==> src/rtl/cache_ctrl.sv <==
// Single-level cache controller FSM between the CPU request port and ACE.
// Outputs are registered: each output flop loads the decode of the state
// the FSM is about to enter, so outputs line up with the current state
// while coming straight from flops.
module cache_ctrl (
  input  logic       clk,
  input  logic       reset,
  input  logic       cache_hit,
  input  logic       cache_miss,
  input  logic [2:0] line_state,
  input  logic [1:0] cpu_request,
  input  logic       ace_ready,
  output logic       read_req,
  output logic       write_req,
  output logic       invalid_req,
  output logic       write_from_cpu,
  output logic       write_from_interconnect,
  output logic [2:0] new_state,
  output logic       state_sel,
  output logic       cache_complete,
  output logic       cache_ready
);

  typedef enum logic [2:0] {
    S_IDLE       = 3'd0,
    S_COMPARE    = 3'd1,
    S_WRITE_BACK = 3'd2,
    S_ALLOCATE   = 3'd3,
    S_FILL       = 3'd4,
    S_INVALIDATE = 3'd5,
    S_WRITE      = 3'd6,
    S_DONE       = 3'd7
  } state_e;

  typedef struct packed {
    logic       read_req;
    logic       write_req;
    logic       invalid_req;
    logic       write_from_cpu;
    logic       write_from_interconnect;
    logic [2:0] new_state;
    logic       state_sel;
    logic       cache_complete;
    logic       cache_ready;
  } ctrl_out_t;

  localparam logic [2:0] LS_I  = 3'b000;
  localparam logic [2:0] LS_UD = 3'b001;
  localparam logic [2:0] LS_UC = 3'b010;
  localparam logic [2:0] LS_SD = 3'b011;
  localparam logic [2:0] LS_SC = 3'b100;

  // Encodings above SC carry no meaning and are folded onto Invalid.
  function automatic logic [2:0] norm_state(input logic [2:0] ls);
    return (ls > LS_SC) ? LS_I : ls;
  endfunction

  // Moore output decode for a given state and latched victim state.
  function automatic ctrl_out_t decode(input state_e s, input logic [2:0] victim);
    ctrl_out_t o;
    o = '0;
    case (s)
      S_IDLE:       o.cache_ready = 1'b1;
      S_COMPARE:    o = '0;
      S_WRITE_BACK: begin
        o.write_req = 1'b1;
        o.state_sel = 1'b1;
        o.new_state = (victim == LS_SD) ? LS_SD : LS_I;
      end
      S_ALLOCATE:   o.read_req = 1'b1;
      S_FILL: begin
        o.write_from_interconnect = 1'b1;
        o.new_state               = LS_UC;
      end
      S_INVALIDATE: o.invalid_req = 1'b1;
      S_WRITE: begin
        o.write_from_cpu = 1'b1;
        o.new_state      = LS_UD;
      end
      S_DONE: begin
        o.cache_complete = 1'b1;
        o.cache_ready    = 1'b1;
      end
      default:      o.cache_ready = 1'b1;
    endcase
    return o;
  endfunction

  state_e     state_q, state_d;
  logic       is_write_q, is_write_d;
  logic [2:0] victim_q, victim_d;
  ctrl_out_t  out_q, out_d;
  logic [2:0] ls_norm_s;
  logic       lookup_miss_s;

  assign ls_norm_s     = norm_state(line_state);
  // A lookup with neither hit nor miss raised still counts as a miss.
  assign lookup_miss_s = cache_miss | ~cache_hit;

  // Next-state, request/victim latching and output decode.
  always_comb begin
    state_d    = state_q;
    is_write_d = is_write_q;
    victim_d   = victim_q;
    case (state_q)
      S_IDLE: begin
        if ((cpu_request == 2'b00) || (cpu_request == 2'b01)) begin
          state_d    = S_COMPARE;
          is_write_d = cpu_request[0];
        end else begin
          state_d = S_IDLE;
        end
      end
      S_COMPARE: begin
        victim_d = ls_norm_s;
        if (cache_hit) begin
          if (!is_write_q) begin
            state_d = S_DONE;
          end else if ((ls_norm_s == LS_UD) || (ls_norm_s == LS_UC) || (ls_norm_s == LS_SD)) begin
            state_d = S_WRITE;
          end else if (ls_norm_s == LS_SC) begin
            state_d = S_INVALIDATE;
          end else begin
            // Hit on an Invalid line cannot supply data: refetch it.
            state_d = S_ALLOCATE;
          end
        end else if (lookup_miss_s) begin
          if ((ls_norm_s == LS_UD) || (ls_norm_s == LS_SD)) begin
            state_d = S_WRITE_BACK;
          end else begin
            state_d = S_ALLOCATE;
          end
        end else begin
          state_d = S_ALLOCATE;
        end
      end
      S_WRITE_BACK: state_d = ace_ready ? S_ALLOCATE : S_WRITE_BACK;
      S_ALLOCATE:   state_d = ace_ready ? S_FILL : S_ALLOCATE;
      S_FILL:       state_d = is_write_q ? S_WRITE : S_DONE;
      S_INVALIDATE: state_d = ace_ready ? S_WRITE : S_INVALIDATE;
      S_WRITE:      state_d = S_DONE;
      S_DONE:       state_d = S_IDLE;
      default:      state_d = S_IDLE;
    endcase
    out_d = decode(state_d, victim_d);
  end

  // State, latched request context and registered outputs.
  always_ff @(posedge clk or posedge reset) begin
    if (reset) begin
      state_q    <= S_IDLE;
      is_write_q <= 1'b0;
      victim_q   <= LS_I;
      out_q      <= decode(S_IDLE, LS_I);
    end else begin
      state_q    <= state_d;
      is_write_q <= is_write_d;
      victim_q   <= victim_d;
      out_q      <= out_d;
    end
  end

  assign read_req                = out_q.read_req;
  assign write_req               = out_q.write_req;
  assign invalid_req             = out_q.invalid_req;
  assign write_from_cpu          = out_q.write_from_cpu;
  assign write_from_interconnect = out_q.write_from_interconnect;
  assign new_state               = out_q.new_state;
  assign state_sel               = out_q.state_sel;
  assign cache_complete          = out_q.cache_complete;
  assign cache_ready             = out_q.cache_ready;

endmodule

==> config.mk <==
export PLATFORM = sky130hd
export DESIGN_NAME = cache_ctrl
export DESIGN_NICKNAME = d
export VERILOG_FILES = /design/src/rtl/cache_ctrl.sv
export SDC_FILE = /design/constraint.sdc
export NUM_CORES = 1
export LEC_CHECK = 0
export ABC_AREA = 1
export CAP_MARGIN = 20
export CORE_UTILIZATION = 47
export DETAILED_ROUTE_END_ITERATION = 6
export GPL_TIMING_DRIVEN = 1
export HOLD_SLACK_MARGIN = 0.08
export PLACE_DENSITY = 0.85
export SYNTH_ARGS = -nofsm -noshare
export SYNTH_HDL_FRONTEND = slang
export SYNTH_SLANG_ARGS = --single-unit
export TNS_END_PERCENT = 30
==> constraint.sdc <==
create_clock -name clk -period 1.4 [get_ports clk]
set_input_delay 0.14 -clock clk [delete_from_list [all_inputs] [get_ports clk]]
set_output_delay 0.14 -clock clk [all_outputs]
set_load 0.1 [all_outputs]
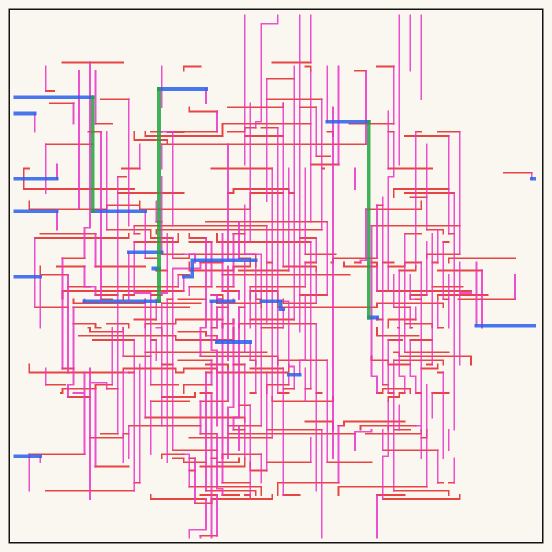
Fig. 1. Routed metal, one colour a layer (run 1).
Scale: 12 px per um.
met1 -> red  # wire length 836 um
met3 -> blue  # wire length 61.1 um
met2 -> magenta  # wire length 1210 um
met4 -> green  # wire length 43.5 um

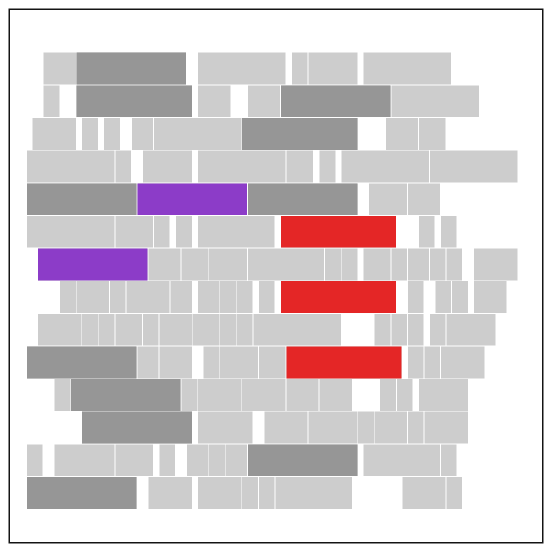
Fig. 2. Register map, names as in the netlist (run 1).
Scale: 12 px per um. Other sequential cells in the stronger grey, the rest of the logic in the fainter grey.
`new_state` -> purple  # sequential cells 2
`state_q` -> red  # sequential cells 3
not coloured = 11

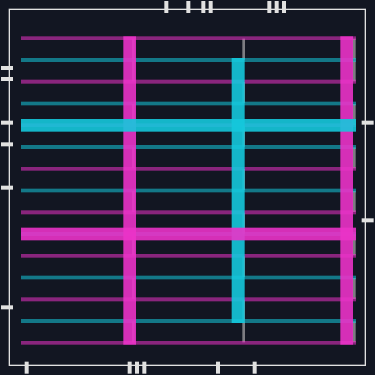
Fig. 3. Supply network (run 1).
Scale: 8 px per um. Pins as bars on the die edge. Tap cells in grey.
VDD -> cyan
VSS -> magenta
met4 straps = 3
rows = 14
met5 straps = 2
met1 rails = 15

==> run notes, run 1 <==
impl run done, here's what came out: GRT Overall Usage=between 20% and 30%, Synth logic family=simple AND/OR/NAND/NOR gates, Worst setup startpoint=state_q[0]$_DFF_PP0_, Met1 Wirelength=roughly 840 um, post-CTS resize count=4, worst hold slack=~0.15 ns, Comb area share=32.09%, routed wl met2=around 1.2 mm, Signal inverters=17, CTS tree=built, post-synthesis adder-cell area fraction=0%, placed cell count=~150, fin crit period=1.444 ns, FF+latch count, synth=16, sw frac=~54%, ClkCell Share=2.770%, aoi share=under 10%, vias per cell=between 5 and 6, Critical-path top delay cell=dfrtp_2, Remaining DRCs=0, hpwl dp=approximately 1.5 mm, Top cells excl fill/tap=20 x nand2_1, 12 x nor2_1, 11 x dfrtp_1, Yosys top cell by instances=nand2_1, endpoint class of the critical path=flop, Routed met3 length=around 61 um, failing checks=setup timing, dpl ws=-0.1654 ns, Chip Footprint=around 2000 sq um, most used logic cell in the final layout=nand2_1, peak supply drop=around 0.0016 V, Setup-failing EPs final=5, number of setup buffers added after CTS=2, largest net degree at the start of global routing=17, mi-comb count=65, CTS sink count=16, root buf cell=clkbuf_4, number of DRC markers in iteration 0=13, Synth Instances=~100, status=complete, but fails checks, Async S/R FF share, synth=100.0%, logic area=about 420 sq um, critical path class=flop to flop, syn avg cell area=between 8 and 9 sq um, Internal=around 1.6 mW, Max-area cell share=~45%, dpl cell area=1184 sq um, Seq pwr share=between 20 and 25%, NetSw=1.885 mW, Syn-to-layout area delta=55.57%, worst setup margin=-0.04409 ns, Site Rows=14, max_cap viols=0, WL/cell=between 10 and 15 um, sequential power=0.853 mW, CLK BUF=4, design area=about 1300 sq um, Fillers=88, Synthesized Nets=110, GPL Wtd Cong=about 0.8, die height=44.33 um, Power Clock=approximately 0.31 mW, Worst Clk Skew=approximately 0.0018 ns, Final Hold Vio Count=0, vias in the first global route=just under 800, Crit Reg-Reg Endpoint=state_sel$_DFF_PP0_, GR Overflow Total=0, tool warnings=28, Worst-path clk slew=about 0.090 ns, busiest layer in global routing=met2
Fig. 4: run 1, local utilization
Scale: 8 px per um. 9 x 9 tiles, from white (low) to dark blue (high), 0 to 100% covered.
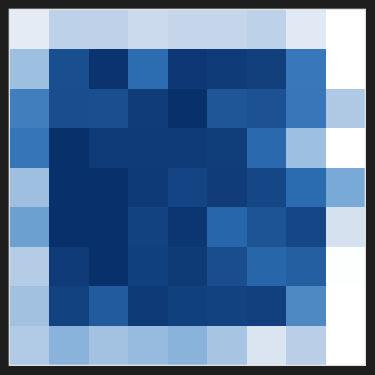

==> inputs of run 2 (changes only) <==
--- a/config.mk
+++ b/config.mk
@@ -7,11 +7,12 @@
 export LEC_CHECK = 0
 export ABC_AREA = 1
 export CAP_MARGIN = 20
-export CORE_UTILIZATION = 47
+export CORE_UTILIZATION = 50
+export CTS_BUF_LIST = sky130_fd_sc_hd__clkbuf_2
 export DETAILED_ROUTE_END_ITERATION = 6
 export GPL_TIMING_DRIVEN = 1
 export HOLD_SLACK_MARGIN = 0.08
-export PLACE_DENSITY = 0.85
+export PLACE_DENSITY = 0.89
 export SYNTH_ARGS = -nofsm -noshare
 export SYNTH_HDL_FRONTEND = slang
 export SYNTH_SLANG_ARGS = --single-unit
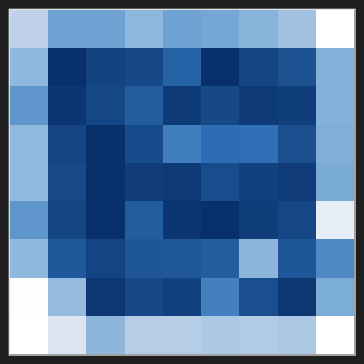
Fig. 5. Local utilization (run 2).
Scale: 8 px per um. 9 x 9 tiles, from white (low) to dark blue (high), 0 to 100% covered.
tiles over 75% full = 54%
fullest tile = 100%
densest ninth of the die = centre

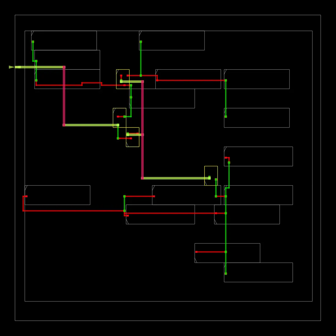
Fig. 6. Clock wiring as the flow saved it (run 2).
clk_lat worst skew: 0.29 ns
Power Clock: 0.212 mW

==> run 2 against run 1 <==
  * Largest cell class is now registers
  * Sequential power shrank 0.6%
  * Clock power decreased by 31%
  * Routed wire length is 22% lower
  * First-iteration DRC count down 23%
  * Synthesized cell count stayed put
  * Maximum frequency grew 0.52%
  * The flow still finishes with violations (setup timing)
  * Combinational power shrank 7%
  * Non-clock buffer count grew 3
  * Global-route usage fell by 4.5 points
  * Critical path depth did not move
  * Via count down 6.4%
==> run notes, run 2 <==
impl run done, here's what came out: post-CTS resize count=6, Yosys top cell by instances=nand2_1, CTS sink count=16, FP Core Util=a little over half, Worst-path clk slew=0.14 ns, max_cap viols=0, mux share=roughly 1.3%, design area=1277 sq um, sequential power=around 0.85 mW, TritonCTS Buffers=3, fin crit period=between 1 and 1.5 ns, Worst setup startpoint=state_q[2]$_DFF_PP0_, Chip Footprint=about 1900 sq um, GRT Overall Usage=about 20%, CLK BUF=4, NetSw=between 1.5 and 2 mW, Flop area=406.6 sq um, Critical-path top delay cell=dfrtp_2, post-synthesis adder-cell area fraction=0%, most frequent cells after synthesis=21 x nand2_1, 15 x dfrtp_1, 13 x nor2_1, 11 x inv_1, met1 Use GR=between 20% and 30%, Routed met3 length=55 um, peak supply drop=0.001576 V, Async S/R FF share, synth=100.0%, syn avg cell area=about 8.4 sq um, Distinct cells, synth=22, dpl cell area=between 1000 and 1500 sq um, hpwl dp=1.259 mm, largest net degree at the start of global routing=17, critical path class=flop to flop, Synth logic family=simple AND/OR/NAND/NOR gates, die height=approximately 43 um, Setup-failing EPs final=1, share of cells above drive strength 1=between 40% and 50%, failing checks=setup timing, WL/cell=11.26 um, Max-area cell share=44.58%, GPL Wtd Cong=between 0.8 and 0.9, GR Overflow Total=0, # Taps=16, crit path cell chain=inv_4 > nand3_4 > inv_6 > o21ai_2 > nand2_2 > nor2_4 > buf_4 > nor3_1, Met1 Wirelength=about 700 um, root buf cell=clkbuf_2, Non-CTS buffers=30, logic area=approximately 390 sq um, Final Hold Vio Count=0, Synthesized Nets=~110, routed wl met2=894 um, worst hold slack=around 0.13 ns, Worst Clk Skew=slightly below 0.006 ns, Crit Reg-Reg Endpoint=state_sel$_DFF_PP0_, number of setup buffers added after CTS=0, Comb area share=30.46%, vias in the first global route=674, Remaining DRCs=0, aoi share=6.835%, first-pass GRT wire length=between 2 and 3 mm, top layer in use=met4, Fillers=102, sw frac=a little over half, Synth Instances=approximately 100, worst setup margin=-0.03662 ns, ClkCell Share=between 1.5 and 2%, FFs & Latches=16, Syn-to-layout area delta=51.71%, Internal=between 1.5 and 2 mW, FF+latch count, synth=16, htree depth=1, tool warnings=28, Max power group=combinational cells, number of DRC markers in iteration 0=10, Signal inverters=17, Post-CTS Hold Buffers=0, busiest layer in global routing=met2, endpoint class of the critical path=flop, Top cells excl fill/tap=20 x nand2_1, 12 x buf_4, 11 x inv_1, 11 x nor2_1, 11 x dfrtp_1, Final Slew Violations=0, CTS tree=built, dpl ws=-0.1217 ns, Seq pwr share=a little over a quarter, Site Rows=14, mi-comb count=65, vias per cell=about 4.9, most used logic cell in the final layout=nand2_1, status=complete, but fails checks, placed cell count=approximately 140, dominant kind of cell=registers, Clock Path Buffers=2
Fig. 7: run 2, routed metal, one colour a layer
Scale: 12 px per um.
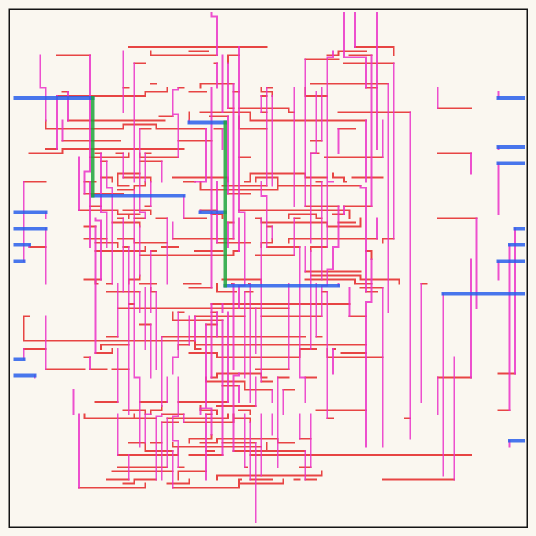

==> inputs of run 3 (changes only) <==
--- a/config.mk
+++ b/config.mk
@@ -9,6 +9,7 @@
 export CAP_MARGIN = 20
 export CORE_UTILIZATION = 50
 export CTS_BUF_LIST = sky130_fd_sc_hd__clkbuf_2
+export CTS_CLUSTER_SIZE = 40
 export DETAILED_ROUTE_END_ITERATION = 6
 export GPL_TIMING_DRIVEN = 1
 export HOLD_SLACK_MARGIN = 0.08
@@ -16,4 +17,3 @@
 export SYNTH_ARGS = -nofsm -noshare
 export SYNTH_HDL_FRONTEND = slang
 export SYNTH_SLANG_ARGS = --single-unit
-export TNS_END_PERCENT = 30
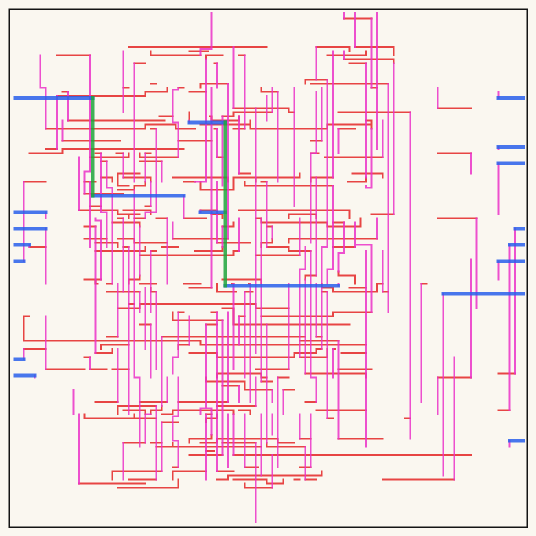
Fig. 8. Routed metal, one colour a layer (run 3).
Scale: 12 px per um.
met1 -> red  # wire length 667 um
met3 -> blue  # wire length 55.7 um
met2 -> magenta  # wire length 906 um
met4 -> green  # wire length 21.8 um

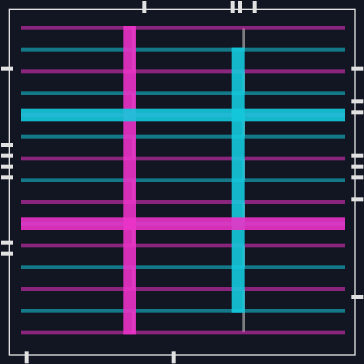
Fig. 9. Supply network (run 3).
Scale: 8 px per um. Pins as bars on the die edge. Tap cells in grey.
VDD -> cyan
VSS -> magenta
met5 straps = 2
met4 straps = 2
rows = 14
signal pins = 21

==> run 3 against run 2 <==
  * The run now ends clean
  * Clock skew grew 0.0054 ns
  * Routed wire length decreased by 1.0%
  * Worst hold slack lost 0.0043 ns
  * Die size stayed put
  * Highest routed layer unchanged
==> run notes, run 3 <==
impl run done, here's what came out: logic area=396.6 sq um, Synth logic family=simple AND/OR/NAND/NOR gates, post-CTS resize count=6, placed cell count=140, CTS sink count=16, most frequent cells after synthesis=21 x nand2_1, 15 x dfrtp_1, 13 x nor2_1, 11 x inv_1, share of cells above drive strength 1=45.45%, critical path class=flop to flop, Worst setup startpoint=state_q[0]$_DFF_PP0_, GR Overflow Total=0, clk_lat worst skew=approximately 0.29 ns, met1 Use GR=about 23%, Post-CTS Hold Buffers=0, dpl ws=-0.1217 ns, ClkCell Share=~1.6%, Site Rows=14, FF+latch count, synth=16, crit path cell chain=nand2_2 > inv_2 > nand2_2 > o21ai_1 > inv_1 > nand2_2 > nor2_4 > nand2_1 > o21ai_2, Clock Path Buffers=2, dominant kind of cell=registers, Critical-path top delay cell=dfrtp_2, largest net degree at the start of global routing=17, Chip Footprint=roughly 1900 sq um, Async S/R FF share, synth=100.0%, Top cells excl fill/tap=19 x nand2_1, 12 x buf_4, 11 x inv_1, 11 x nor2_1, 11 x dfrtp_1, routed wl met2=just over 900 um, number of setup buffers added after CTS=0, status=finished clean, GPL Wtd Cong=about 0.81, root buf cell=clkbuf_2, worst hold slack=approximately 0.13 ns, Remaining DRCs=0, Routed met3 length=55 um, worst setup margin=0.03934 ns, fin crit period=roughly 1.4 ns, FP Core Util=54.63%, Syn-to-layout area delta=52.60%, CTS tree=built, Fillers=approximately 99, vias per cell=approximately 4.9, most used logic cell in the final layout=nand2_1, aoi share=between 6 and 7%, Power Clock=between 0.2 and 0.25 mW, FFs & Latches=16, NetSw=around 1.7 mW, mux share=1.337%, Max-area cell share=about 45%, tool warnings=28, endpoint class of the critical path=flop, sequential power=between 0.8 and 0.9 mW, Signal inverters=17, Max power group=combinational cells, WL/cell=about 11 um, peak supply drop=approximately 0.0016 V, post-synthesis adder-cell area fraction=0%, GRT Overall Usage=roughly 20%, vias in the first global route=just under 700, die height=43.04 um, Worst Clk Skew=about 0.011 ns, Non-CTS buffers=30, sw frac=52.68%, Comb area share=a little under a third, Synth Instances=~100
No activity file was given, so power comes from the tool's default toggle rates.
